**src/rtl/router_pkg.sv**
```systemverilog
`default_nettype none
// ============================================================================
// Module   : router_pkg
// Brief    : Shared FSM state encoding and header field layout for the
//            packet flow controller.
// Revision : 1.0 - initial release
// ============================================================================
package router_pkg;

    typedef enum logic [1:0] {
        IDLE    = 2'd0,
        PAYLOAD = 2'd1,
        PARITY  = 2'd2,
        DROP    = 2'd3
    } state_t;

    localparam int LEN_MSB  = 7;
    localparam int LEN_LSB  = 2;
    localparam int ADDR_MSB = 1;
    localparam int ADDR_LSB = 0;
    localparam int LEN_W    = LEN_MSB - LEN_LSB + 1;

    localparam logic [1:0] ADDR_ILLEGAL = 2'b11;

endpackage : router_pkg
`default_nettype wire

```
**src/rtl/chan_occupancy.sv**
```systemverilog
`default_nettype none
// ============================================================================
// Module   : chan_occupancy
// Brief    : Occupancy counter for one output channel FIFO with a registered
//            non-empty flag.
// Revision : 1.0 - initial release
// ============================================================================
module chan_occupancy #(
    parameter int FIFO_DEPTH = 16,
    parameter int OCC_W      = $clog2(FIFO_DEPTH + 1)
) (
    input  logic             clock,
    input  logic             reset,
    input  logic             wr_en,
    input  logic             read_enb,
    output logic             vld_chan,
    output logic [OCC_W-1:0] occupancy
);

    localparam logic [OCC_W-1:0] c_occ_full = OCC_W'(FIFO_DEPTH);

    logic [OCC_W-1:0] r_count;
    logic [OCC_W-1:0] w_count_next;
    logic             r_vld;
    logic             w_rd_eff;

    assign w_rd_eff = read_enb && (r_count != '0);

    always_comb begin
        w_count_next = r_count;
        if (wr_en && !w_rd_eff && (r_count != c_occ_full)) begin
            w_count_next = r_count + OCC_W'(1);
        end else if (!wr_en && w_rd_eff) begin
            w_count_next = r_count - OCC_W'(1);
        end
    end

    // The flag is computed from the next count so it is a pure flop output.
    always_ff @(posedge clock or posedge reset) begin
        if (reset) begin
            r_count <= '0;
            r_vld   <= 1'b0;
        end else begin
            r_count <= w_count_next;
            r_vld   <= (w_count_next != '0);
        end
    end

    assign occupancy = r_count;
    assign vld_chan  = r_vld;

endmodule : chan_occupancy
`default_nettype wire

```
**src/rtl/pkt_flow_ctrl.sv**
```systemverilog
`default_nettype none
// ============================================================================
// Module   : pkt_flow_ctrl
// Brief    : Packet router front end: header decode, per-channel write strobes,
//            back-pressure and occupancy tracking for three channel FIFOs.
//            Optional parity checking is enabled by defining
//            PKT_PARITY_CHECK_EN.
// Revision : 1.0 - initial release
// ============================================================================
module pkt_flow_ctrl
    import router_pkg::*;
#(
    parameter int FIFO_DEPTH = 16
) (
    input  logic       clock,
    input  logic       reset,
    input  logic [7:0] data,
    input  logic       packet_valid,
    output logic       suspend_data_in,
    output logic       err,
    output logic       wr_en_0,
    output logic       wr_en_1,
    output logic       wr_en_2,
    input  logic       read_enb_0,
    input  logic       read_enb_1,
    input  logic       read_enb_2,
    output logic       vld_chan_0,
    output logic       vld_chan_1,
    output logic       vld_chan_2
);

    localparam int               OCC_W      = $clog2(FIFO_DEPTH + 1);
    localparam logic [OCC_W-1:0] c_occ_full = OCC_W'(FIFO_DEPTH);

    state_t           r_state;
    state_t           w_state_next;
    logic [1:0]       r_addr;
    logic [1:0]       w_addr_next;
    logic [6:0]       r_remaining;
    logic [6:0]       w_remaining_next;

    logic [LEN_W-1:0] w_len;
    logic [1:0]       w_hdr_addr;
    logic [1:0]       w_target;
    logic [3:0]       w_full_vec;
    logic             w_suspend;
    logic             w_accept;
    logic             w_write;
    logic [2:0]       w_wr;
    logic [2:0]       w_rd;
    logic [2:0]       w_vld;
    logic [OCC_W-1:0] w_occ [3];

    assign w_len      = data[LEN_MSB:LEN_LSB];
    assign w_hdr_addr = data[ADDR_MSB:ADDR_LSB];
    assign w_target   = (r_state == IDLE) ? w_hdr_addr : r_addr;

    // Bit 3 stands for the illegal address, which never back-pressures.
    assign w_full_vec = {1'b0,
                         (w_occ[2] == c_occ_full),
                         (w_occ[1] == c_occ_full),
                         (w_occ[0] == c_occ_full)};

    assign w_suspend = !reset && packet_valid && (r_state != DROP) && w_full_vec[w_target];
    assign w_accept  = !reset && packet_valid && !w_suspend;
    assign w_write   = w_accept && (r_state != DROP) && (w_target != ADDR_ILLEGAL);

    always_comb begin
        w_state_next     = r_state;
        w_addr_next      = r_addr;
        w_remaining_next = r_remaining;
        if (w_accept) begin
            case (r_state)
                IDLE: begin
                    w_addr_next = w_hdr_addr;
                    if (w_hdr_addr == ADDR_ILLEGAL) begin
                        w_remaining_next = {1'b0, w_len} + 7'd1;
                        w_state_next     = DROP;
                    end else begin
                        w_remaining_next = {1'b0, w_len};
                        w_state_next     = (w_len == '0) ? PARITY : PAYLOAD;
                    end
                end
                PAYLOAD: begin
                    w_remaining_next = r_remaining - 7'd1;
                    if (r_remaining == 7'd1) begin
                        w_state_next = PARITY;
                    end
                end
                PARITY: begin
                    w_state_next = IDLE;
                end
                DROP: begin
                    w_remaining_next = r_remaining - 7'd1;
                    if (r_remaining == 7'd1) begin
                        w_state_next = IDLE;
                    end
                end
                default: begin
                    w_state_next = IDLE;
                end
            endcase
        end
    end

    always_ff @(posedge clock or posedge reset) begin
        if (reset) begin
            r_state     <= IDLE;
            r_addr      <= 2'b00;
            r_remaining <= 7'd0;
        end else begin
            r_state     <= w_state_next;
            r_addr      <= w_addr_next;
            r_remaining <= w_remaining_next;
        end
    end

`ifdef PKT_PARITY_CHECK_EN
    logic [7:0] r_acc;
    logic       r_err;

    always_ff @(posedge clock or posedge reset) begin
        if (reset) begin
            r_acc <= 8'h00;
            r_err <= 1'b0;
        end else begin
            r_err <= 1'b0;
            if (w_accept) begin
                case (r_state)
                    IDLE:    r_acc <= data;
                    PAYLOAD: r_acc <= r_acc ^ data;
                    PARITY:  r_err <= (r_acc != data);
                    default: r_acc <= r_acc;
                endcase
            end
        end
    end

    assign err = r_err;
`else
    assign err = 1'b0;
`endif

    assign w_rd = {read_enb_2, read_enb_1, read_enb_0};

    for (genvar i = 0; i < 3; i++) begin : g_chan
        assign w_wr[i] = w_write && (w_target == 2'(i));

        chan_occupancy #(
            .FIFO_DEPTH (FIFO_DEPTH),
            .OCC_W      (OCC_W)
        ) u_occ (
            .clock     (clock),
            .reset     (reset),
            .wr_en     (w_wr[i]),
            .read_enb  (w_rd[i]),
            .vld_chan  (w_vld[i]),
            .occupancy (w_occ[i])
        );
    end

    assign suspend_data_in = w_suspend;
    assign wr_en_0         = w_wr[0];
    assign wr_en_1         = w_wr[1];
    assign wr_en_2         = w_wr[2];
    assign vld_chan_0      = w_vld[0];
    assign vld_chan_1      = w_vld[1];
    assign vld_chan_2      = w_vld[2];

endmodule : pkt_flow_ctrl
`default_nettype wire

```
**config.mk**
```make
export PLATFORM = sky130hd
export DESIGN_NAME = pkt_flow_ctrl
export DESIGN_NICKNAME = d
export VERILOG_FILES = /design/src/rtl/router_pkg.sv /design/src/rtl/chan_occupancy.sv /design/src/rtl/pkt_flow_ctrl.sv
export SDC_FILE = /design/constraint.sdc
export NUM_CORES = 1
export LEC_CHECK = 0
export CAP_MARGIN = 20
export CORE_MARGIN = 3
export CORE_UTILIZATION = 30
export DETAILED_ROUTE_END_ITERATION = 8
export SLEW_MARGIN = 10
export SYNTH_ARGS = -nofsm -noshare
export SYNTH_HDL_FRONTEND = slang
export SYNTH_SLANG_ARGS = --single-unit
```
**constraint.sdc**
```tcl
create_clock -name clock -period 6 [get_ports clock]
set_clock_uncertainty 0.1 [all_clocks]
set_input_delay 1.2 -clock clock [delete_from_list [all_inputs] [get_ports clock]]
set_output_delay 1.2 -clock clock [all_outputs]
set_load 0.1 [all_outputs]
```
Figure 1. Routing congestion map (run 1).
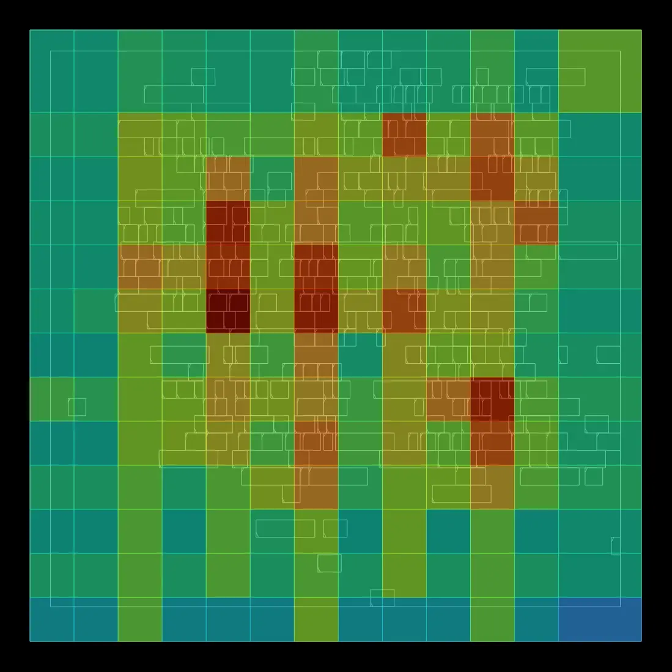
final core utilization: 0.360
grt met3 use: 0.0321
routing usage on met1: 0.173
global route hottest layer: met2

Figure 2. Routed metal, one colour a layer (run 1).
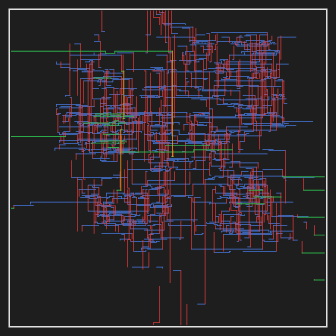
Orange is M4, wire length 64.6 µm. Red is M2, wire length 2630 µm. Green is M3, wire length 248 µm. Blue is M1, wire length 2690 µm.
GRT Util Overall: 0.129
vias: 2225
Avg WL per Cell: 13.7 µm

Figure 3. The metal 3 layer (run 1).
Scale bar: 20 µm. Cells faint in the background.
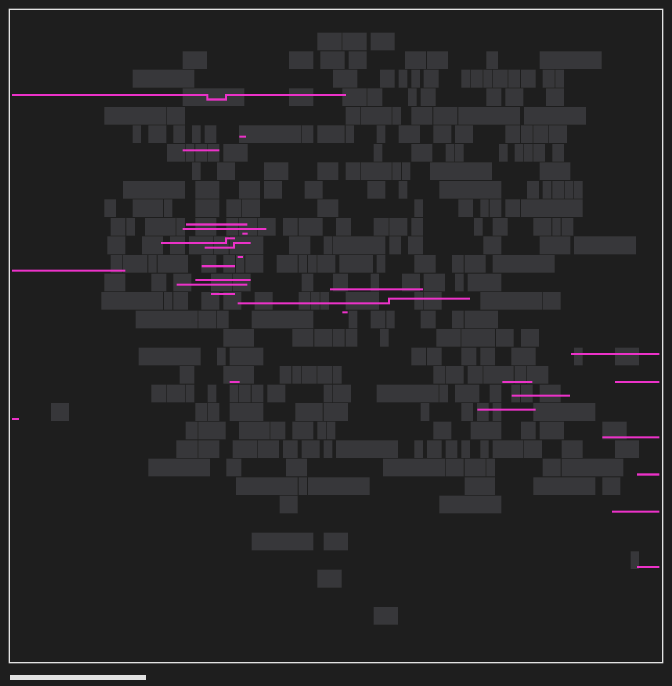
The layer holds 4.4% of the routed length. The layer carries 248 µm of wire. The longest straight run is 28.5 µm. 22 nets have wire on it.
drt total wl: 5630 µm

==> reports/results.ini, run 1 <==
[worst_setup_path]
cp_cell_sequence = clkdlybuf4s50_1 > or3b_2 > a21bo_2 > a221o_1 > and2_1 > nor3_1 > buf_4
crit_cells = 7
crit_type = in2out
cp_top_family = simple AND/OR/NAND/NOR gates
r2r_cells = 6
critPathArrivalTime_ns = 3.66

[synthesis]
ys_sh_adder = 0.0673
ys_sh_aoi = 0.229
synth_seq_share = 0.300
synth_area_per_cell_um2 = 8.39
yosys-stat-cells = 288
syn-cell-area_um2 = 2420

[placed_design]
post-place-ws_ns = 1.04
dp.cells = 403
post_dp_cell_area_um2 = 2690

[outcome]
status = completed

[layout]
fill_cells = 808
n_all_buffers = 21
stdcell_area_um2 = 2790
fin_nets = 335
layout.nonclk_buf_frac = 0.0708

[sta]
rsz0062_at_grt = false

[cts]
cts_resized = 0

[global_routing]
grt_pass1_wl_um = 9450
antenna_found_initial = 0
grt_max_degree = 28
grt_overflow = 0

[worst_hold_path]
min_path_type = reg2reg
min_path_cells = 1
hold_path_end = g_chan[2].u_occ.occupancy[3]$_DFF_PP0_

[job]
maxCapViolCount = 0

[routing]
wl_met1_um = 2690
wl_met2_um = 2630
dr_wl_met3_um = 247

[pwr]
p_switching_uw = 571
p_int_uw = 637

Figure 4. Routed clock nets over the placement (run 1).
Scale bar: 20 µm.
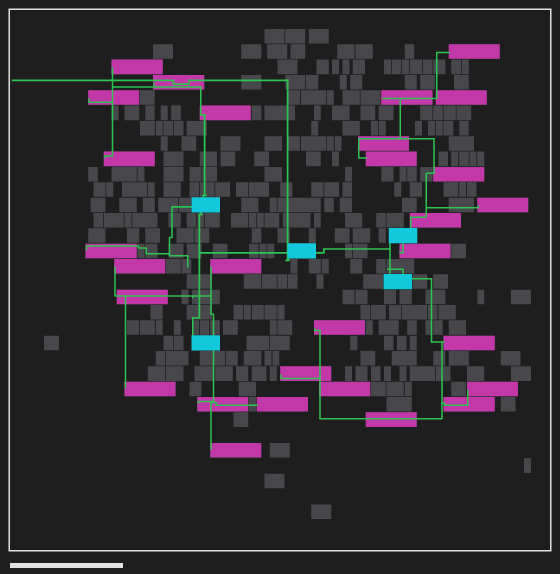

--- run 2 (diff from run 1) ---
Clock period 6 ns to 5.1 ns, I/O delays scaled along.
Figure 5. Routed clock nets over the placement (run 2).
Scale bar: 20 µm.
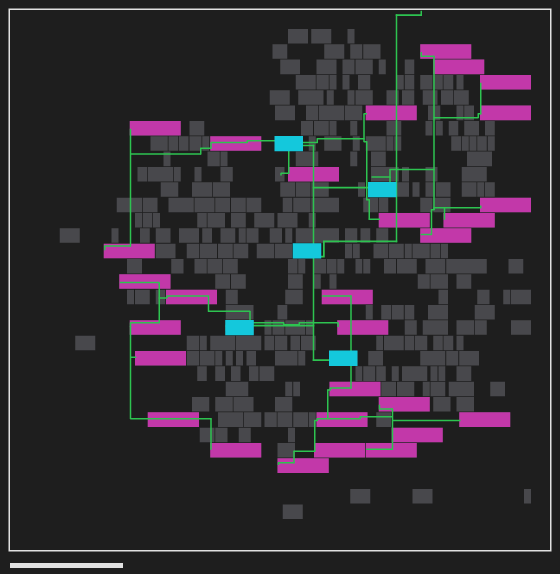
Green is clock wires, length 503 µm. Cyan is clock-net drivers, count 5. Magenta is flip-flops, count 29.
Position of the flops: all over the die.
clock power share: 0.152
clk pwr: 216 µW
Clk Latency, worst-skew pair: 0.28 ns

==> run 2 against run 1 <==
Design area grew 0.63%. Critical path depth is the same. Clock-buffer cell count is the same. Sequential power grew 18%. Utilization grew 0.23 points. Setup slack lost 0.44 ns. Register-to-register slack lost 0.90 ns. Wire length shrank 1.9%. Global-route usage is essentially flat. Area after synthesis is the same. Clock power grew 18%. Synthesized cell count is the same. Largest cell class unchanged.
==> reports/results.ini, run 2 <==
[outcome]
status = completed

[worst_setup_path]
cp_cell_sequence = clkdlybuf4s50_1 > or3b_2 > a21bo_2 > a221o_1 > and2_1 > nor3_2 > buf_12
crit_cells = 7  ; unchanged
max_stage_delay_ns = 0.56
cp_top_family = simple AND/OR/NAND/NOR gates
critPathArrivalTime_ns = 3.38  ; -0.28 ns
r2r_cells = 6  ; unchanged
crit_type = in2out

[layout]
n_all_buffers = 21  ; unchanged
dominant-cell-class = multi-input combinational cells
num-nonclk-inverters = 19
layout.nonclk_buf_frac = 0.0748  ; +0.00401
stdcell_area_um2 = 2810  ; +0.63%
fill_cells = 826  ; +2.2%
fin_nets = 335  ; unchanged
num_antenna_cells = 0
utilization = 0.362  ; +0.00226
syn_to_final_growth_pct = 16.3

[synthesis]
syn-cell-area_um2 = 2420  ; unchanged
mux_area_frac = 0.00880
synth.most_common_cell = dfrtp_1
ys_sh_aoi = 0.229  ; unchanged
ys_ff = 29
synth-edff-count = 0
synth_area_per_cell_um2 = 8.39  ; unchanged
ys_sh_adder = 0.0673  ; unchanged
yosys-stat-cells = 288  ; unchanged
syn_nets = 315
synth_seq_share = 0.300  ; unchanged

[pwr]
p_switching_uw = 673  ; +18%
top_power_group = combinational cells
powerDensity_nw_per_um2 = 506
p_int_uw = 749  ; +18%

[global_routing]
grt_use_met3 = 0.0242  ; -0.00782
grt_pass1_vias = 2018
grt_util_met1 = 0.176  ; +0.00289
grt_overflow = 0  ; unchanged
grt_max_degree = 30  ; +7.1%
grt_util_all_layers = 0.129  ; -0.000164
grt_pass1_wl_um = 9480  ; +0.36%
antenna_found_initial = 0  ; unchanged

[sta]
rsz0062_at_grt = false
fin_ws_ns = 0.601
setup_violations = 0

[job]
maxCapViolCount = 0  ; unchanged

[routing]
wl_met2_um = 2620  ; -0.42%
via_count = 2222  ; -0.13%
wl_met1_um = 2690  ; about the same
finalWirelength_um = 5520  ; -1.9%
wl_per_cell_um = 13.4  ; -1.9%

[cts]
cts_buffer_depth = 2
cts_resized = 0  ; unchanged

[worst_hold_path]
min_path_cells = 2  ; +1
hold_path_end = r_addr[1]$_DFFE_PP0P_

[placed_design]
post-place-ws_ns = 0.602  ; -0.442 ns
dp.cells = 403  ; unchanged
post_dp_cell_area_um2 = 2710  ; +0.65%

[floorplan]
die_h_um = 95.8

Power and IR drop assume default switching activity.
